Fig. 1: run 1, layout detail
Window x 162 to 192, y 163 to 193 µm. Cells in gray, sequential cells in the stronger gray; small squares are vias.
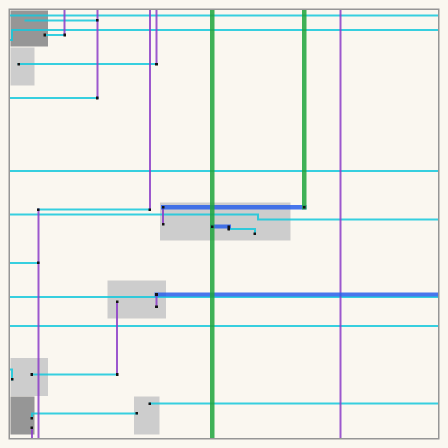
Fig. 2: run 1, cell outlines without signal wires
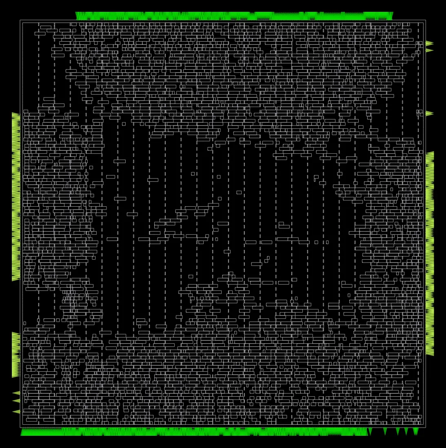
Fig. 3: run 1, routed metal, one color a layer
Scale: 1 px per µm. Two of the layers only.
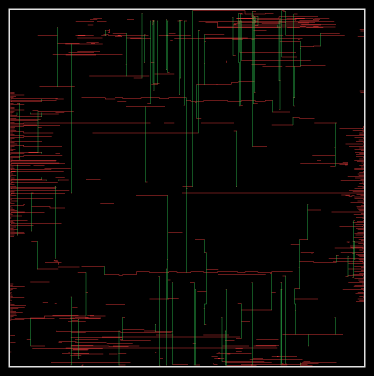
===== src/rtl/ls_access_ctrl_if.sv =====
// ls_access_ctrl_if: pipe, DMA and local store signal bundle.
// master = controller side, slave = pipe/DMA/memory environment.
interface ls_access_ctrl_if;
  logic         p_valid;
  logic         p_ready;
  logic         p_store;
  logic [31:0]  p_addr;
  logic [127:0] p_data;
  logic [15:0]  p_bmask;
  logic [6:0]   p_tag;
  logic         p_rsp_valid;
  logic [6:0]   p_rsp_tag;
  logic [127:0] p_rsp_data;
  logic         d_valid;
  logic         d_ready;
  logic         d_store;
  logic [31:0]  d_addr;
  logic [127:0] d_data;
  logic         d_rsp_valid;
  logic [127:0] d_rsp_data;
  logic [31:0]  ls_addr;
  logic         ls_wr_en;
  logic [127:0] ls_data_wr;
  logic [127:0] ls_data_rd;

  modport master (
    input  p_valid, p_store, p_addr, p_data, p_bmask, p_tag,
    output p_ready, p_rsp_valid, p_rsp_tag, p_rsp_data,
    input  d_valid, d_store, d_addr, d_data,
    output d_ready, d_rsp_valid, d_rsp_data,
    output ls_addr, ls_wr_en, ls_data_wr,
    input  ls_data_rd
  );

  modport slave (
    output p_valid, p_store, p_addr, p_data, p_bmask, p_tag,
    input  p_ready, p_rsp_valid, p_rsp_tag, p_rsp_data,
    output d_valid, d_store, d_addr, d_data,
    input  d_ready, d_rsp_valid, d_rsp_data,
    input  ls_addr, ls_wr_en, ls_data_wr,
    output ls_data_rd
  );
endinterface


===== src/rtl/ls_access_ctrl.sv =====
// ls_access_ctrl: SPU local store initiator, pipe/DMA arbitration,
// byte-merged stores, fixed-latency load return.
// Ports: clk, rst (async active-low), bus (ls_access_ctrl_if.master).
module ls_access_ctrl #(
  parameter int LS_BYTES   = 262144,
  parameter int LOAD_LAT   = 6,
  parameter int DMA_STARVE = 8
) (
  input logic              clk,
  input logic              rst,
  ls_access_ctrl_if.master bus
);

  localparam logic [31:0] AMASK = 32'(LS_BYTES - 1);
  localparam int SCW = $clog2(DMA_STARVE + 1);
  localparam int DL  = LOAD_LAT - 1;

  logic [SCW-1:0] r_sc;
  logic           w_force;
  logic           w_p_go;
  logic           w_d_go;
  logic [31:0]    w_p_idx;
  logic [31:0]    w_d_idx;

  assign w_force = (r_sc == SCW'(DMA_STARVE));
  assign bus.p_ready = rst & ~w_force;
  assign bus.d_ready = rst & (w_force | ~bus.p_valid);
  assign w_p_go = bus.p_valid & bus.p_ready;
  assign w_d_go = bus.d_valid & bus.d_ready;
  assign w_p_idx = (bus.p_addr & AMASK) >> 4;
  assign w_d_idx = (bus.d_addr & AMASK) >> 4;

  always_ff @(posedge clk or negedge rst) begin
    if (!rst) begin
      r_sc <= '0;
    end else if (w_d_go || !bus.d_valid) begin
      r_sc <= '0;
    end else if (w_p_go) begin
      r_sc <= r_sc + 1'b1;
    end
  end

  // access stage
  logic         r_acc_v;
  logic         r_acc_dma;
  logic         r_acc_st;
  logic [31:0]  r_acc_idx;
  logic [6:0]   r_acc_tag;
  logic [15:0]  r_acc_mask;
  logic [127:0] r_acc_data;

  always_ff @(posedge clk or negedge rst) begin
    if (!rst) begin
      r_acc_v    <= 1'b0;
      r_acc_dma  <= 1'b0;
      r_acc_st   <= 1'b0;
      r_acc_idx  <= '0;
      r_acc_tag  <= '0;
      r_acc_mask <= '0;
      r_acc_data <= '0;
    end else begin
      r_acc_v <= w_p_go | w_d_go;
      if (w_d_go) begin
        r_acc_dma  <= 1'b1;
        r_acc_st   <= bus.d_store;
        r_acc_idx  <= w_d_idx;
        r_acc_tag  <= '0;
        r_acc_mask <= '1;
        r_acc_data <= bus.d_data;
      end else if (w_p_go) begin
        r_acc_dma  <= 1'b0;
        r_acc_st   <= bus.p_store;
        r_acc_idx  <= w_p_idx;
        r_acc_tag  <= bus.p_tag;
        r_acc_mask <= bus.p_bmask;
        r_acc_data <= bus.p_data;
      end
    end
  end

  logic [127:0] w_wdata;

  // Non-write cycles pass read data through so a free-running
  // memory write leaves contents unchanged.
  always_comb begin
    w_wdata = bus.ls_data_rd;
    if (r_acc_v && r_acc_st) begin
      for (int b = 0; b < 16; b++) begin
        if (r_acc_mask[b]) begin
          w_wdata[8*b +: 8] = r_acc_data[8*b +: 8];
        end
      end
    end
  end

  assign bus.ls_addr    = r_acc_idx;
  assign bus.ls_wr_en   = r_acc_v & r_acc_st;
  assign bus.ls_data_wr = w_wdata;

  // read capture at end of access cycle
  logic         r_cap_pv;
  logic         r_cap_dv;
  logic [6:0]   r_cap_tag;
  logic [127:0] r_cap_data;
  logic         r_drsp_v;
  logic [127:0] r_drsp_data;

  always_ff @(posedge clk or negedge rst) begin
    if (!rst) begin
      r_cap_pv    <= 1'b0;
      r_cap_dv    <= 1'b0;
      r_cap_tag   <= '0;
      r_cap_data  <= '0;
      r_drsp_v    <= 1'b0;
      r_drsp_data <= '0;
    end else begin
      r_cap_pv   <= r_acc_v & ~r_acc_dma & ~r_acc_st;
      r_cap_dv   <= r_acc_v & r_acc_dma & ~r_acc_st;
      r_cap_tag  <= r_acc_tag;
      r_cap_data <= bus.ls_data_rd;
      r_drsp_v   <= r_cap_dv;
      if (r_cap_dv) begin
        r_drsp_data <= r_cap_data;
      end
    end
  end

  assign bus.d_rsp_valid = r_drsp_v;
  assign bus.d_rsp_data  = r_drsp_data;

  // pipe load delay line
  logic [DL-1:0] r_dl_v;
  logic [6:0]    r_dl_tag  [DL];
  logic [127:0]  r_dl_data [DL];

  always_ff @(posedge clk or negedge rst) begin
    if (!rst) begin
      r_dl_v <= '0;
      for (int k = 0; k < DL; k++) begin
        r_dl_tag[k]  <= '0;
        r_dl_data[k] <= '0;
      end
    end else begin
      r_dl_v[0]    <= r_cap_pv;
      r_dl_tag[0]  <= r_cap_tag;
      r_dl_data[0] <= r_cap_data;
      for (int k = 1; k < DL; k++) begin
        r_dl_v[k]    <= r_dl_v[k-1];
        r_dl_tag[k]  <= r_dl_tag[k-1];
        r_dl_data[k] <= r_dl_data[k-1];
      end
    end
  end

  assign bus.p_rsp_valid = r_dl_v[DL-1];
  assign bus.p_rsp_tag   = r_dl_tag[DL-1];
  assign bus.p_rsp_data  = r_dl_data[DL-1];

endmodule


===== src/flat_wrapper.sv =====
// flat-port wrapper written by rule: the top's interface ports become plain ports
module ls_access_ctrl_flat 
#(
  parameter int LS_BYTES   = 262144,
  parameter int LOAD_LAT   = 6,
  parameter int DMA_STARVE = 8
)
  (clk, rst, bus_p_valid, bus_p_store, bus_p_addr, bus_p_data, bus_p_bmask, bus_p_tag, bus_p_ready, bus_p_rsp_valid, bus_p_rsp_tag, bus_p_rsp_data, bus_d_valid, bus_d_store, bus_d_addr, bus_d_data, bus_d_ready, bus_d_rsp_valid, bus_d_rsp_data, bus_ls_addr, bus_ls_wr_en, bus_ls_data_wr, bus_ls_data_rd);
  ls_access_ctrl_if bus_i ();
  input logic clk;
  input logic rst;
  input wire logic [$bits(bus_i.p_valid)-1:0] bus_p_valid;
  input wire logic [$bits(bus_i.p_store)-1:0] bus_p_store;
  input wire logic [$bits(bus_i.p_addr)-1:0] bus_p_addr;
  input wire logic [$bits(bus_i.p_data)-1:0] bus_p_data;
  input wire logic [$bits(bus_i.p_bmask)-1:0] bus_p_bmask;
  input wire logic [$bits(bus_i.p_tag)-1:0] bus_p_tag;
  output wire logic [$bits(bus_i.p_ready)-1:0] bus_p_ready;
  output wire logic [$bits(bus_i.p_rsp_valid)-1:0] bus_p_rsp_valid;
  output wire logic [$bits(bus_i.p_rsp_tag)-1:0] bus_p_rsp_tag;
  output wire logic [$bits(bus_i.p_rsp_data)-1:0] bus_p_rsp_data;
  input wire logic [$bits(bus_i.d_valid)-1:0] bus_d_valid;
  input wire logic [$bits(bus_i.d_store)-1:0] bus_d_store;
  input wire logic [$bits(bus_i.d_addr)-1:0] bus_d_addr;
  input wire logic [$bits(bus_i.d_data)-1:0] bus_d_data;
  output wire logic [$bits(bus_i.d_ready)-1:0] bus_d_ready;
  output wire logic [$bits(bus_i.d_rsp_valid)-1:0] bus_d_rsp_valid;
  output wire logic [$bits(bus_i.d_rsp_data)-1:0] bus_d_rsp_data;
  output wire logic [$bits(bus_i.ls_addr)-1:0] bus_ls_addr;
  output wire logic [$bits(bus_i.ls_wr_en)-1:0] bus_ls_wr_en;
  output wire logic [$bits(bus_i.ls_data_wr)-1:0] bus_ls_data_wr;
  input wire logic [$bits(bus_i.ls_data_rd)-1:0] bus_ls_data_rd;
  assign bus_i.p_valid = bus_p_valid;
  assign bus_i.p_store = bus_p_store;
  assign bus_i.p_addr = bus_p_addr;
  assign bus_i.p_data = bus_p_data;
  assign bus_i.p_bmask = bus_p_bmask;
  assign bus_i.p_tag = bus_p_tag;
  assign bus_p_ready = bus_i.p_ready;
  assign bus_p_rsp_valid = bus_i.p_rsp_valid;
  assign bus_p_rsp_tag = bus_i.p_rsp_tag;
  assign bus_p_rsp_data = bus_i.p_rsp_data;
  assign bus_i.d_valid = bus_d_valid;
  assign bus_i.d_store = bus_d_store;
  assign bus_i.d_addr = bus_d_addr;
  assign bus_i.d_data = bus_d_data;
  assign bus_d_ready = bus_i.d_ready;
  assign bus_d_rsp_valid = bus_i.d_rsp_valid;
  assign bus_d_rsp_data = bus_i.d_rsp_data;
  assign bus_ls_addr = bus_i.ls_addr;
  assign bus_ls_wr_en = bus_i.ls_wr_en;
  assign bus_ls_data_wr = bus_i.ls_data_wr;
  assign bus_i.ls_data_rd = bus_ls_data_rd;
  ls_access_ctrl #(.LS_BYTES(LS_BYTES), .LOAD_LAT(LOAD_LAT), .DMA_STARVE(DMA_STARVE)) u_core (.clk(clk), .rst(rst), .bus(bus_i));
endmodule

===== config.mk =====
export PLATFORM = sky130hd
export DESIGN_NAME = ls_access_ctrl_flat
export DESIGN_NICKNAME = d
export VERILOG_FILES = /design/src/rtl/ls_access_ctrl_if.sv /design/src/rtl/ls_access_ctrl.sv /design/src/flat_wrapper.sv
export SDC_FILE = /design/constraint.sdc
export NUM_CORES = 1
export LEC_CHECK = 0
export CORE_AREA = 2 2 352 354
export DETAILED_ROUTE_END_ITERATION = 10
export DIE_AREA = 0 0 354 356
export GPL_TIMING_DRIVEN = 0
export SYNTH_ARGS = -nofsm -noshare
export SYNTH_HDL_FRONTEND = slang
export SYNTH_SLANG_ARGS = --single-unit

===== constraint.sdc =====
create_clock -name clk -period 1.8 [get_ports clk]
set_input_delay 0.36 -clock clk [delete_from_list [all_inputs] [get_ports clk]]
set_output_delay 0.36 -clock clk [all_outputs]
set_load 0.02 [all_outputs]

==> flow_results.org, run 1 <==
#+TITLE: Flow metrics

** STA
- The final timing summary puts the cycle share of the worst path at 1.46.
- Setup ws final :: -0.825 ns
- Endpoints with negative setup slack in the final report add up to 274.

** Critical path
- Setup Crit Path Kind :: reg -> out
- The critical path's slowest stage uses the library cell dfrtp_1.
- WP data arrival :: 2.27 ns
- The number of cells on the worst reg-to-reg path is 11.

** Final layout
- Share of the final layout cell area in sequential cells :: 0.533
- In this run the layout overhead on the synthesized area is reported as 47.5%.
- Inverter tally of the final layout excluding the clock network :: 5
- Antenna diodes :: 5
- The number of multi-input combinational cells in the layout is ~630.
- Number of flip-flops under the largest register name :: 512
- Dominant kind of cell :: flip-flops and latches

** CTS
- As reported, the later end of the worst-skew pair has a clock insertion delay of ~0.70 ns.
- Counting the buffers created by CTS gives 117.
- Post-CTS setup-driven buffer insertion count :: 39

** Yosys
- Largest logic family :: multiplexers
- Per the synthesis report, the dominant area consumer among library cells is dfrtp_1.
- Top-area cell type share of the netlist area :: 0.786

** Global routing
- The number of global-route vias before repair came to 21574.
- First-pass GRT wire length :: 162000 µm
- In the global route stage, met3 resource usage came out at 0.0542.

** Outcome
- Violations in the final reports :: negative setup slack
- The run finished, with violations left.

** Power
- Seq group :: 29.1 mW
- Per report_power, the Clock row totals 25.0 mW.
- The analysis attributes to cell leakage a power of between 20 and 25 nW.

** Place
- In this run the cell area measured after placement is 46400 µm².
Notes on Fig. 1 above:
legend:
  purple:
    layer: M2
  cyan:
    layer: M1
  green:
    layer: M4
  blue:
    layer: M3
most frequent: buf_4 (2)
cells with their middle in the window: 5
sequential cells in the window: 0

Notes on Fig. 2 above:
seq_cells: 1118
post-route insts no fill: 4782

Notes on Fig. 3 above:
legend:
  green:
    layer: M4
    wire_length: 4670 µm
  red:
    layer: M3
    wire_length: 9020 µm
Routed wire per std cell: 24.9 µm
overall via count from detail_route: 20801

==> run 2, diff against run 1 <==
GPL_TIMING_DRIVEN = default   (was 0)
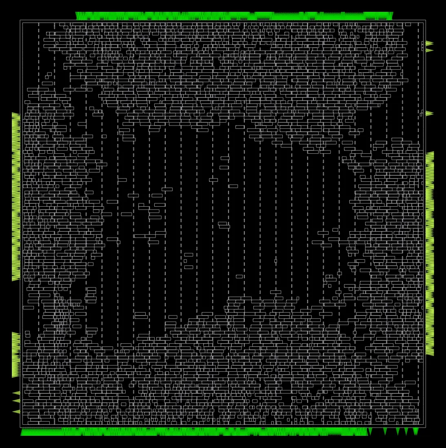
Fig. 4. Cell outlines without signal wires (run 2).
placement row count: 129
final cell utilization of the core: 0.426
share of the final layout cell area in sequential cells: 0.535
tap cell count: 1637

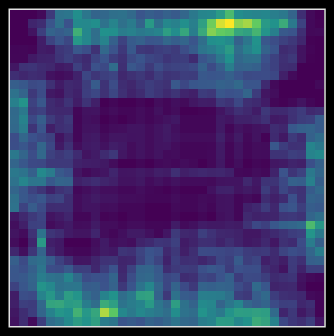
Fig. 5. Signal metal coverage by tile (run 2).
The die is cut into 35 by 36 equal tiles; dark purple is low, yellow is high, scaled to the fullest tile. Values are wire area over tile area, all layers added.
nearly empty tiles: 12%
tiles over half the peak: 5.6%
emptiest ninth of the die: center
fullest tile: 0.74
post-detailed-routing wire length: 111000 µm
Routed wire per std cell: 23.4 µm
overall via count from detail_route: 20325

==> run 2 against run 1 <==
Against the previous run: the flow still finishes with violations (negative setup slack); sequential share of layout area grew 0.23 points; fmax grew 3.4%; critical path type unchanged; first-iteration DRC count grew 0.37%; hold slack gained 0.10 ns.
==> flow_results.org, run 2 <==
#+TITLE: Flow metrics

** Outcome
- Result of the run :: finished, violations left
- The checks that failed: negative setup slack.

** Final layout
- Non-clk bufs :: approximately 1100
- The total number of sequential cells was 1118 (unchanged).
- The flow measured a signed area growth from synthesis to layout of 46.8%.
- The number of combinational gates with multiple inputs is 630 (unchanged).
- Antenna diodes :: 8 (+3)
- The non-filler instance count after layout was 4726 (-1.2%).
- Number of fill cells in the layout :: between 10000 and 15000
- Inverter tally of the final layout excluding the clock network :: 5 (unchanged)

** Yosys
- The area share of the largest cell type after synthesis is 0.786 (unchanged).
- Largest logic family :: multiplexers
- Post-synthesis cell type with the largest combined area :: dfrtp_1
- Ys flop type :: dfrtp_1

** CTS
- The report puts the hold buffer count at CTS at 1.
- The number of buffers inserted to repair setup after CTS is 0 (-100%).
- The insertion delay at the late pin of the worst-skew pair was 0.71 ns (about the same).

** Power
- The clock-net power was 24.4 mW (-2%).
- The leakage power of the design was 24.8 nW (+6.7%).
- The sequential power was 29.1 mW (about the same).

** Min path
- The worst hold path passes through 5 cells.

** Critical path
- Worst reg-to-reg path cell count :: 8 (-3)
- The critical path data arrival time is 2.18 ns (-0.09 ns).
- STA reports a reg2reg setup slack of -0.28 ns.
- Slowest CP cell :: dfrtp_1
- Setup Crit Path Kind :: reg -> out

** Global routing
- GR peak layer :: met2
- The number of global-route vias before repair was 21203 (-1.7%).
- The first-pass GRT wire length came to 151000 µm (-7.0%).

** STA
- Counting endpoints that fail hold in the final report gives 0.
- Final setup violation count :: 274 (unchanged)
- Setup ws final :: -0.739 ns (+0.0862 ns)
- The ratio of final minimum period to clock period was 1.41 (-0.0479).

** Place
- Placed insts :: roughly 4500

** Route
- In this run the top signal layer used is met5.
Power figures rest on the tool's default switching activity, not on a simulated workload.
